**Where the registers sit**

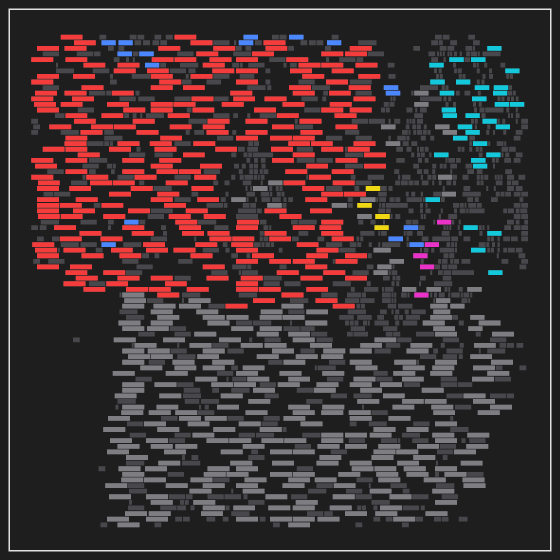
**Clock wiring as the flow saved it**

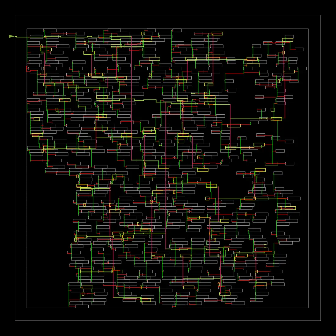
### config.mk
export PLATFORM = sky130hd
export DESIGN_NAME = di_stream_term_flat
export DESIGN_NICKNAME = d
export VERILOG_FILES = /design/src/rtl/di_stream_term_if.sv /design/src/rtl/di_stream_term.sv /design/src/flat_wrapper.sv
export SDC_FILE = /design/constraint.sdc
export NUM_CORES = 1
export LEC_CHECK = 0
export CAP_MARGIN = 30
export CORE_MARGIN = 10
export CORE_UTILIZATION = 40
export DETAILED_ROUTE_END_ITERATION = 8
export PLACE_DENSITY_LB_ADDON = 0.1
export SYNTH_ARGS = -nofsm -noshare
export SYNTH_HDL_FRONTEND = slang
export SYNTH_SLANG_ARGS = --single-unit
### constraint.sdc
create_clock -name ifclk -period 3.6 [get_ports ifclk]
set_clock_uncertainty 0.05 [all_clocks]
set_input_delay 0.36 -clock ifclk [delete_from_list [all_inputs] [get_ports ifclk]]
set_output_delay 0.36 -clock ifclk [all_outputs]
set_load 0.02 [all_outputs]
### src/rtl/di_stream_term_if.sv
// Host-side di_* register bus seen by a stream terminal.
// The host drives the master modport and the terminal implements the slave modport.
interface di_stream_term_if;
    logic [15:0] di_term_addr;
    logic [31:0] di_reg_addr;
    logic [15:0] di_reg_datai;
    logic        di_read_req;
    logic        di_read;
    logic        di_write;
    logic [15:0] di_reg_datao;
    logic        di_read_rdy;
    logic        di_write_rdy;

    modport master (
        output di_term_addr, di_reg_addr, di_reg_datai, di_read_req, di_read, di_write,
        input  di_reg_datao, di_read_rdy, di_write_rdy
    );

    modport slave (
        input  di_term_addr, di_reg_addr, di_reg_datai, di_read_req, di_read, di_write,
        output di_reg_datao, di_read_rdy, di_write_rdy
    );
endinterface

### src/rtl/di_stream_term.sv
// Terminal stream buffer: host writes feed an outbound word FIFO and host reads drain an inbound word FIFO.
// Define DI_STREAM_TERM_STATUS_EN to add the sticky ovf/uvf_in flags readable at register 4.
module di_stream_term #(
    parameter logic [15:0] TERM_ADDR = 16'h0000,
    parameter int          ADDR_W    = 4
) (
    input  logic              ifclk,
    input  logic              reset,
    di_stream_term_if.slave   di,
    output logic [15:0]       out_data,
    output logic              out_valid,
    input  logic              out_ready,
    input  logic [15:0]       in_data,
    input  logic              in_valid,
    output logic              in_ready
);
    localparam int              DEPTH      = 1 << ADDR_W;
    localparam logic [ADDR_W:0] FULL_COUNT = DEPTH[ADDR_W:0];

    typedef enum logic [1:0] {IDLE, FETCH, HOLD} rd_state_t;

    logic              sel, wr_strobe, flush, read_start, live;
    logic [15:0]       out_mem [DEPTH];
    logic [15:0]       in_mem  [DEPTH];
    logic [ADDR_W-1:0] out_wr_ptr, out_rd_ptr, in_wr_ptr, in_rd_ptr;
    logic [ADDR_W:0]   out_count, in_count;
    logic              out_full, in_full, out_push, out_pop, in_push, in_pop;
    rd_state_t         rd_state;
    logic [31:0]       rd_addr;
    logic [15:0]       reg_word, status_word;

    assign sel        = (di.di_term_addr == TERM_ADDR);
    assign wr_strobe  = sel && di.di_write;
    assign flush      = wr_strobe && (di.di_reg_addr == 32'd3);
    assign read_start = sel && di.di_read_req;

    assign out_full = (out_count == FULL_COUNT);
    assign in_full  = (in_count == FULL_COUNT);

    // A same-cycle pop frees the slot, so pushing into a full FIFO is legal then.
    assign out_pop  = out_ready && out_valid;
    assign out_push = wr_strobe && (di.di_reg_addr == 32'd0) && (!out_full || out_pop);
    assign in_pop   = (rd_state == FETCH) && (rd_addr == 32'd0) && (in_count != '0) && !read_start;
    assign in_push  = in_valid && (!in_full || in_pop);

    assign out_valid       = (out_count != '0);
    assign out_data        = out_valid ? out_mem[out_rd_ptr] : 16'h0000;
    assign in_ready        = live && !in_full;
    assign di.di_write_rdy = live && !out_full && !di.di_write;

    always_ff @(posedge ifclk) begin
        if (reset) live <= 1'b0;
        else       live <= 1'b1;
    end

    always_ff @(posedge ifclk) begin
        if (out_push) out_mem[out_wr_ptr] <= di.di_reg_datai;
        if (in_push)  in_mem[in_wr_ptr]   <= in_data;
    end

    always_ff @(posedge ifclk) begin
        if (reset || flush) begin
            out_wr_ptr <= '0;
            out_rd_ptr <= '0;
            out_count  <= '0;
            in_wr_ptr  <= '0;
            in_rd_ptr  <= '0;
            in_count   <= '0;
        end else begin
            if (out_push) out_wr_ptr <= out_wr_ptr + ADDR_W'(1);
            if (out_pop)  out_rd_ptr <= out_rd_ptr + ADDR_W'(1);
            if (in_push)  in_wr_ptr  <= in_wr_ptr + ADDR_W'(1);
            if (in_pop)   in_rd_ptr  <= in_rd_ptr + ADDR_W'(1);
            case ({out_push, out_pop})
                2'b10:   out_count <= out_count + (ADDR_W+1)'(1);
                2'b01:   out_count <= out_count - (ADDR_W+1)'(1);
                default: out_count <= out_count;
            endcase
            case ({in_push, in_pop})
                2'b10:   in_count <= in_count + (ADDR_W+1)'(1);
                2'b01:   in_count <= in_count - (ADDR_W+1)'(1);
                default: in_count <= in_count;
            endcase
        end
    end

`ifdef DI_STREAM_TERM_STATUS_EN
    logic ovf, uvf_in, ovf_set, uvf_set, status_clr;

    assign ovf_set    = wr_strobe && (di.di_reg_addr == 32'd0) && out_full && !out_pop;
    assign uvf_set    = in_valid && in_full && !in_pop;
    assign status_clr = wr_strobe && (di.di_reg_addr == 32'd4);

    // A set beats a same-cycle write-1-clear so no event is lost.
    always_ff @(posedge ifclk) begin
        if (reset || flush) begin
            ovf    <= 1'b0;
            uvf_in <= 1'b0;
        end else begin
            if (ovf_set)                            ovf    <= 1'b1;
            else if (status_clr && di.di_reg_datai[0]) ovf    <= 1'b0;
            if (uvf_set)                            uvf_in <= 1'b1;
            else if (status_clr && di.di_reg_datai[1]) uvf_in <= 1'b0;
        end
    end

    assign status_word = {14'b0, uvf_in, ovf};
`else
    assign status_word = 16'h0000;
`endif

    always_comb begin
        reg_word = 16'h0000;
        case (rd_addr)
            32'd1:   reg_word = {{(15-ADDR_W){1'b0}}, in_count};
            32'd2:   reg_word = {{(15-ADDR_W){1'b0}}, out_count};
            32'd4:   reg_word = status_word;
            default: reg_word = 16'h0000;
        endcase
    end

    // A new request restarts the fetch from any state, so a held word is simply abandoned.
    always_ff @(posedge ifclk) begin
        if (reset) begin
            rd_state        <= IDLE;
            rd_addr         <= '0;
            di.di_reg_datao <= 16'h0000;
            di.di_read_rdy  <= 1'b0;
        end else if (flush) begin
            rd_state       <= IDLE;
            di.di_read_rdy <= 1'b0;
        end else if (read_start) begin
            rd_state       <= FETCH;
            rd_addr        <= di.di_reg_addr;
            di.di_read_rdy <= 1'b0;
        end else begin
            case (rd_state)
                FETCH: begin
                    if (rd_addr != 32'd0) begin
                        di.di_reg_datao <= reg_word;
                        di.di_read_rdy  <= 1'b1;
                        rd_state        <= HOLD;
                    end else if (in_count != '0) begin
                        di.di_reg_datao <= in_mem[in_rd_ptr];
                        di.di_read_rdy  <= 1'b1;
                        rd_state        <= HOLD;
                    end
                end
                HOLD: begin
                    if (sel && di.di_read) begin
                        di.di_read_rdy <= 1'b0;
                        rd_state       <= IDLE;
                    end
                end
                default: begin
                    di.di_read_rdy <= 1'b0;
                    rd_state       <= IDLE;
                end
            endcase
        end
    end
endmodule
### src/flat_wrapper.sv
// flat-port wrapper written by rule: the top's interface ports become plain ports
module di_stream_term_flat 
#(
    parameter logic [15:0] TERM_ADDR = 16'h0000,
    parameter int          ADDR_W    = 4
)
  (ifclk, reset, out_data, out_valid, out_ready, in_data, in_valid, in_ready, di_di_term_addr, di_di_reg_addr, di_di_reg_datai, di_di_read_req, di_di_read, di_di_write, di_di_reg_datao, di_di_read_rdy, di_di_write_rdy);
  di_stream_term_if di_i ();
  input  logic ifclk;
  input  logic reset;
  output logic [15:0] out_data;
  output logic out_valid;
  input  logic out_ready;
  input  logic [15:0] in_data;
  input  logic in_valid;
  output logic in_ready;
  input wire logic [$bits(di_i.di_term_addr)-1:0] di_di_term_addr;
  input wire logic [$bits(di_i.di_reg_addr)-1:0] di_di_reg_addr;
  input wire logic [$bits(di_i.di_reg_datai)-1:0] di_di_reg_datai;
  input wire logic [$bits(di_i.di_read_req)-1:0] di_di_read_req;
  input wire logic [$bits(di_i.di_read)-1:0] di_di_read;
  input wire logic [$bits(di_i.di_write)-1:0] di_di_write;
  output wire logic [$bits(di_i.di_reg_datao)-1:0] di_di_reg_datao;
  output wire logic [$bits(di_i.di_read_rdy)-1:0] di_di_read_rdy;
  output wire logic [$bits(di_i.di_write_rdy)-1:0] di_di_write_rdy;
  assign di_i.di_term_addr = di_di_term_addr;
  assign di_i.di_reg_addr = di_di_reg_addr;
  assign di_i.di_reg_datai = di_di_reg_datai;
  assign di_i.di_read_req = di_di_read_req;
  assign di_i.di_read = di_di_read;
  assign di_i.di_write = di_di_write;
  assign di_di_reg_datao = di_i.di_reg_datao;
  assign di_di_read_rdy = di_i.di_read_rdy;
  assign di_di_write_rdy = di_i.di_write_rdy;
  di_stream_term #(.TERM_ADDR(TERM_ADDR), .ADDR_W(ADDR_W)) u_core (.ifclk(ifclk), .reset(reset), .di(di_i), .out_data(out_data), .out_valid(out_valid), .out_ready(out_ready), .in_data(in_data), .in_valid(in_valid), .in_ready(in_ready));
endmodule
==> out/metrics.cfg <==
[outcome]
status = complete, no violations

[worst_setup_path]
crit_type = flop to primary output
worstPathMaxFanout = 12
crit_family = multiplexers
cp-start-kind = flop
crit_slowest_cell = mux4_2
cp_num_buf_inv = 2
worst_ep_required_time_ns = 3.19
critPathArrivalTime_ns = 3.07
cp_common_cell = mux4_2
endpoint_kind = primary output
critPathMaxStageDelay_ns = 0.54

[die]
core-area_sq_um = 57800
dieArea_sq_um = 68700
rows = 88
io_pins = 123
die_x_microns = 262
die_y_microns = 262

[final_layout]
area.combinational_sq_um = 6060
reg_top3 = u_core.in_mem (256), u_core.out_mem (256), u_core.rd_addr (32)
antennaDiodeCount = 0
drive_gt1_frac = 0.224
nNetsFinal = 1551
area_growth_pct = 20.9

[grt]
overflow = 0
antenna_found_initial = 3
grt_pass1_vias = 12700
track_usage = 0.163
grt_pass1_wl_mm = 83.2
grt_max_degree = 37

[placement]
post-place-ws_ns = 0.0580
place.gp.congestion = 0.779

[clocking]
cts_root_buffer = clkbuf_16
cts_buffer_depth = 3
htreeDepth = 2
clkTransAtPathRegs_ns = 0.06

[run]
max_cap_violations = 0

[synth]
ys_seq_share = 0.729
synthTopCellsByCount = edfxtp_1 (512), mux4_2 (144), dfxtp_1 (85)
synth_warnings = 0
synth-async-reset-ratio = 0
yosysChipArea_sq_um = 23400
syn_avg_cell_area_sq_um = 18.6
ys.flop_type = edfxtp_1
synthCells = 1260
syn_nets = 1365
ys_types = 54
yosys.area.top_type = edfxtp_1
netlist.area_leader.share = 0.656
synth.most_common_cell = edfxtp_1
ys.flops = 597
synth.cell_area_sq_um = 23400
edf_count = 512

[sta]
hold_viol_final = 0
rsz0062_at_grt = no
setup_tns_ns = 0
drv_slew = 0
worst_slew_pin_slew_ns = 0.944
finalWorstSetupSlack_ns = 0.118
timing.final.setup_violations = 0
period_minus_slack_ns = 3.48
fmax_mhz = 287
relSlewSlack = 0.370

[detailed_routing]
first_pass_iters = 5
routed_wl_mm = 55.6
drtIter0Drc = 873
vias = 12200
wire_per_inst_microns = 24.6

[power]
power_density_nw_per_um2 = 565

## Picture notes: 'where the registers sit'
Yellow shows `u_core.in_rd_ptr`, flops 4. Cyan shows `u_core.rd_addr`, flops 32, where top right. Magenta shows `u_core.out_count`, flops 5, where right middle. Red shows `u_core.in_mem`, flops 256. Blue shows `u_core.di.di_reg_datao`, flops 16.
sequential power: 0.00768 W
FF/Latch Area: 17100 sq um
Finished Core Util: 0.490
flop share of the area: 0.603

## Picture notes: 'clock wiring as the flow saved it'
clkbuf count: 80
Inserted Clock Buffers: 61
clk pwr: 0.00633 W
Latency at later pin: 0.64 ns
clk sinks: 597

[path summary, 6_finish.rpt]
| check | from | cells past startpoint | to |
|---|---|---|---|
| min | di_di_reg_addr[10] | 3 | u_core.rd_addr[10] |
| max reg2reg | u_core.rd_addr[14] | 8 | u_core.in_mem[11][0] |
| min reg2reg | u_core.di.di_reg_datao[1] | 2 | u_core.di.di_reg_datao[1] |
| max | flop | 5 | out_data[14] |
[final cells by class]
type / instances / area share
Clock buffer: 80 / 0.0585
Clock inverter: 34 / 0.0126
Inverter: 14 / 0.00186
Multi-Input combinational cell: 580 / 0.214
Sequential cell: 597 / 0.603
Tap cell: 765 / 0.0338
Timing Repair Buffer: 192 / 0.0761
[kinds of logic (layout without fill, tap and decap cells)]
family,count (synthesis),count (layout),share of synthesized area
AND-OR/OR-AND,151,151,0.0394
AND/OR/NAND/NOR,225,225,0.0503
buffers and inverters,83,320,0.0161
adder cells (fa/ha/maj),18,18,0.00993
XOR/XNOR,16,16,0.00598
multiplexers,170,170,0.150
flip-flops,597,597,0.729
[metal layers]
layer,vias up,wire length (microns),global-route usage
met5,-,34,0
met4,4,1190,0.0431
met3,79,2720,0.0290
met2,276,26500,0.261
met1,6386,25200,0.226
li1,5474,-,-
[timing repair]
item / 4_1_cts / 5_1_grt
setup endpoints to repair: 16 / 4
cloned: 0 / 0
buffers inserted: 1 / 0
hold buffers: 0 / 0
resized: 3 / 4
[power by group]
group	switching (W)	internal (W)	total (W)
registers	0.0000947	0.00758	0.00768
logic	0.000993	0.000991	0.00198
clock network	0.00265	0.00368	0.00633
[placed cells by master (no fill, tap or decap), types with 9 or more instances in the layout]
cell | synthesis | routed
nor2b_1 | 15 | 15
o21ai_0 | 41 | 41
mux4_2 | 144 | 144
a22o_1 | 11 | 11
ha_1 | 17 | 17
nor4_1 | 20 | 18
clkbuf_16 | 0 | 61
clkdlybuf4s50_1 | 0 | 116
dfxtp_1 | 85 | 80
nand2_1 | 55 | 55
and2_1 | 31 | 31
nand2b_1 | 9 | 9
nor2_1 | 47 | 34
mux2i_1 | 24 | 24
clkinv_2 | 0 | 10
clkbuf_1 | 35 | 13
xnor2_1 | 9 | 9
nor2_2 | 0 | 13
inv_1 | 14 | 14
a21oi_1 | 59 | 59
buf_4 | 5 | 38
a211oi_1 | 11 | 11
clkinv_1 | 0 | 13
buf_12 | 0 | 30
edfxtp_1 | 512 | 512
[worst register-to-register path: cells and delay by family (launching register included)]
family	cells	cell delay, ns
simple gates	5	1.82
compound gates	1	0.15
buf+inv	2	0.53
flops	1	0.31
[through the flow]
| stage | instance area [sq um] | hold WS [ns] | total power [W] | instances | util |
|---|---|---|---|---|---|
| 2_1_floorplan | 23400 | 0.403 | 0.00894 | 1260 | - |
| 3_3_place_gp | 26200 | 0.409 | 0.00984 | 2145 | 0.454 |
| 3_5_place_dp | 26300 | 0.414 | 0.00986 | 2147 | 0.455 |
| 4_1_cts | 28300 | 0.217 | 0.0162 | 2262 | 0.490 |
| 5_1_grt | 28300 | 0.250 | 0.0166 | 2262 | 0.490 |
| 6_report | 28300 | 0.251 | 0.0160 | 2262 | 0.490 |
Power is estimated from default activity; no workload was simulated.
